`config.mk`:
```
export PLATFORM = sky130hd
export DESIGN_NAME = single_channel_io_arbiter
export DESIGN_NICKNAME = d
export VERILOG_FILES = /design/src/rtl/single_channel_io_arbiter.sv
export SDC_FILE = /design/constraint.sdc
export NUM_CORES = 1
export LEC_CHECK = 0
export CAP_MARGIN = 20
export CORE_AREA = 2 2 78 72
export DETAILED_ROUTE_END_ITERATION = 6
export DIE_AREA = 0 0 80 74
export GPL_ROUTABILITY_DRIVEN = 0
export PLACE_DENSITY_LB_ADDON = 0.25
export SETUP_SLACK_MARGIN = 0.15
export SYNTH_ARGS = -nofsm -noshare
export SYNTH_HDL_FRONTEND = slang
export SYNTH_SLANG_ARGS = --single-unit
```
`constraint.sdc`:
```
create_clock -name clk -period 1.3 [get_ports clk]
set_input_delay 0.13 -clock clk [delete_from_list [all_inputs] [get_ports clk]]
set_output_delay 0.13 -clock clk [all_outputs]
set_load 0.01 [all_outputs]
```
`src/rtl/single_channel_io_arbiter.sv`:
```
// Round-robin arbiter sharing one byte-wide SingleChannelIO slave among NUM_MASTERS masters.
// Optional stall timeout is compiled in when SCIO_ARB_TIMEOUT_EN is defined.
module single_channel_io_arbiter #(
  parameter int NUM_MASTERS    = 2,
  parameter int ADDR_W         = 40,
  parameter int DATA_W         = 8,
  parameter int TIMEOUT_CYCLES = 255
) (
  input  logic                          clk,
  input  logic                          rst,
  input  logic [NUM_MASTERS-1:0]        m_task_valid,
  input  logic [NUM_MASTERS*ADDR_W-1:0] m_address,
  input  logic [NUM_MASTERS-1:0]        m_rw_ctrl,
  input  logic [NUM_MASTERS*DATA_W-1:0] m_write_bus,
  output logic [NUM_MASTERS-1:0]        m_task_ready,
  output logic [NUM_MASTERS-1:0]        m_task_error,
  output logic [DATA_W-1:0]             m_read_bus,
  output logic                          s_task_valid,
  output logic [ADDR_W-1:0]             s_address,
  output logic                          s_rw_ctrl,
  output logic [DATA_W-1:0]             s_write_bus,
  input  logic                          s_task_ready,
  input  logic                          s_task_error,
  input  logic [DATA_W-1:0]             s_read_bus,
  output logic [NUM_MASTERS-1:0]        grant,
  output logic                          busy
);

  localparam int IDX_W = (NUM_MASTERS > 1) ? $clog2(NUM_MASTERS) : 1;

  localparam logic [0:0] ST_IDLE = 1'b0;
  localparam logic [0:0] ST_OWN  = 1'b1;

  logic [0:0]             r_state;
  logic [NUM_MASTERS-1:0] r_grant;
  // r_last doubles as the owner index while in OWN.
  logic [IDX_W-1:0]       r_last;

  logic                   w_own;
  logic                   w_owner_valid;
  logic                   w_to_fire;
  logic                   w_any_req;
  logic [IDX_W-1:0]       w_pick_idx;

  logic [ADDR_W-1:0]      w_addr_arr  [NUM_MASTERS];
  logic [DATA_W-1:0]      w_wdata_arr [NUM_MASTERS];

  assign w_own         = (r_state == ST_OWN);
  assign w_owner_valid = m_task_valid[r_last];

  genvar gi;
  generate
    for (gi = 0; gi < NUM_MASTERS; gi++) begin : g_master
      assign w_addr_arr[gi]   = m_address[gi*ADDR_W +: ADDR_W];
      assign w_wdata_arr[gi]  = m_write_bus[gi*DATA_W +: DATA_W];
      assign m_task_ready[gi] = w_own & r_grant[gi] & (s_task_ready | w_to_fire);
      assign m_task_error[gi] = w_own & r_grant[gi] & (s_task_error | w_to_fire);
    end
  endgenerate

  // Scan downward so the closest requester after r_last is the final (winning) assignment.
  always_comb begin
    int cand;
    cand       = 0;
    w_any_req  = 1'b0;
    w_pick_idx = r_last;
    for (int k = NUM_MASTERS; k >= 1; k--) begin
      cand = (int'(r_last) + k) % NUM_MASTERS;
      if (m_task_valid[IDX_W'(cand)]) begin
        w_any_req  = 1'b1;
        w_pick_idx = IDX_W'(cand);
      end
    end
  end

  always_ff @(posedge clk or negedge rst) begin
    if (!rst) begin
      r_state <= ST_IDLE;
      r_grant <= '0;
      r_last  <= IDX_W'(NUM_MASTERS - 1);
    end else begin
      case (r_state)
        ST_IDLE: begin
          if (w_any_req) begin
            r_state <= ST_OWN;
            r_grant <= NUM_MASTERS'(1) << w_pick_idx;
            r_last  <= w_pick_idx;
          end
        end
        ST_OWN: begin
          if (!w_owner_valid) begin
            r_state <= ST_IDLE;
            r_grant <= '0;
          end
        end
        default: begin
          r_state <= ST_IDLE;
          r_grant <= '0;
        end
      endcase
    end
  end

`ifdef SCIO_ARB_TIMEOUT_EN
  localparam logic [7:0] TO_LAST = 8'(TIMEOUT_CYCLES - 1);

  logic [7:0] r_to_cnt;
  logic       w_stall;

  // Fires on the stalled cycle whose increment would reach TIMEOUT_CYCLES.
  assign w_stall   = w_own & w_owner_valid & ~s_task_ready;
  assign w_to_fire = w_stall & (r_to_cnt == TO_LAST);

  always_ff @(posedge clk or negedge rst) begin
    if (!rst) begin
      r_to_cnt <= '0;
    end else if (!w_stall || w_to_fire) begin
      r_to_cnt <= '0;
    end else begin
      r_to_cnt <= r_to_cnt + 8'd1;
    end
  end
`else
  assign w_to_fire = 1'b0;
`endif

  assign s_task_valid = w_own & w_owner_valid & ~w_to_fire;
  assign s_address    = w_own ? w_addr_arr[r_last] : '0;
  assign s_rw_ctrl    = w_own & m_rw_ctrl[r_last];
  assign s_write_bus  = w_own ? w_wdata_arr[r_last] : '0;

  assign m_read_bus   = s_read_bus;
  assign grant        = r_grant;
  assign busy         = w_own;

endmodule
```
==> flow_summary.ini <==
; generated from flow reports
[final_timing]
skew_ns = 0.0106
timing.final.setup_violations = 58
rsz0062_at_grt = true
setup_ws_ns = -0.350
holdWs_ns = 0.105
fin_crit_ns = 1.65

[worst_setup_path]
r2r_slack_ns = -0.09
startpoint = r_last
path_class = flop to output port
reg2reg_from = r_last
critical_path_arrival_ns = 1.52
cp_top_family = flip-flops

[die]
die-area_sq_um = 5920
initCoreUtil = 0.232
ios = 177
rows = 25

[cts]
htreeDepth = 1
cts-resized-gates = 189

[cells_and_area]
post-route-util = 0.622
finalInstanceArea_sq_um = 3190
seq_cells = 4

[grt]
grt_start_max_net_pins = 25
grt_pass1_vias = 1636
met1_usage = 0.197

[placed_design]
io_buffers = 160
dpl_worst_slack_ns = -0.480
dp_hpwl_mm = 3.97

[pwr]
pg_clk_uw = 293
switching_share = 0.374
p_per_area_nw_per_um2 = 1690
comb_power_uw = 4840

[synth]
simple_gate_share = 0.326
edf_count = 0
yosysMostFrequentCell = mux2i_1
synth_nets = 255
synthTopCellsByCount = mux2i_1, nor2b_1, buf_4
synth-compound-area-share = 0.0242

[run]
drv_cap = 0

[route]
drcViolationCount = 0
wirelength_mm = 6.01

[run_status]
failed_checks = negative setup slack
status = finished with violations
-- cells in the final DEF, fill, tap and decap left out, types with 2 or more instances in the layout --
cell and instances:
buf_4 13, clkbuf_2 20, dfrtp_1 2, buf_16 3
bufbuf_16 2, buf_8 2, nor2b_1 49, buf_6 19
clkdlybuf4s50_1 103, and3_4 4, mux2i_2 2, buf_2 31
clkbuf_8 3, buf_12 4, nand2_1 5, clkbuf_16 4
nand2b_4 2, mux2i_1 48
-- state kept, by name, summed over array words and instances, names as in the netlist --
name	flops
busy	1
grant	2
r_last	1
-- how the worst min path moves through the flow --
stage	slack, ns	to	depth (start not counted)
floorplan	-0.17	busy	0
global placement	0.26	m_read_bus[0]	0
detailed placement	0.26	m_read_bus[0]	0
CTS	0.11	grant[1]	1
global route	0.11	grant[1]	1
finish	0.10	grant[1]	1
Fig. 1: sizing map
Scale: 4 px per um.
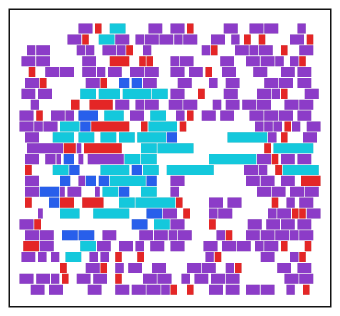
colour	size	cells
cyan	_6 and larger	37
red	_2 cells	61
blue	_3 and _4 cells	19
purple	_0 and _1 cells	212
final worst slack: -0.350 ns
synthesis-to-finish area growth: 168%

Fig. 2: logic cells by family
Scale: 4 px per um.
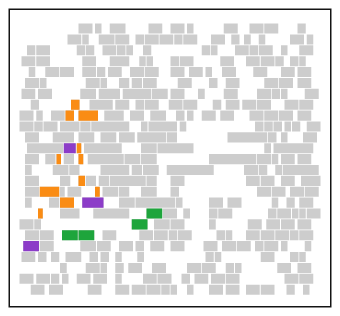
colour	family	cells
orange	NAND gates	11
green	AND and OR gates	4
purple	inverting AOI/OAI gates	3
non-filler cells in the finished layout: 396
combinational share of cell area: 0.311
Commonest Layout Cell: clkdlybuf4s50_1

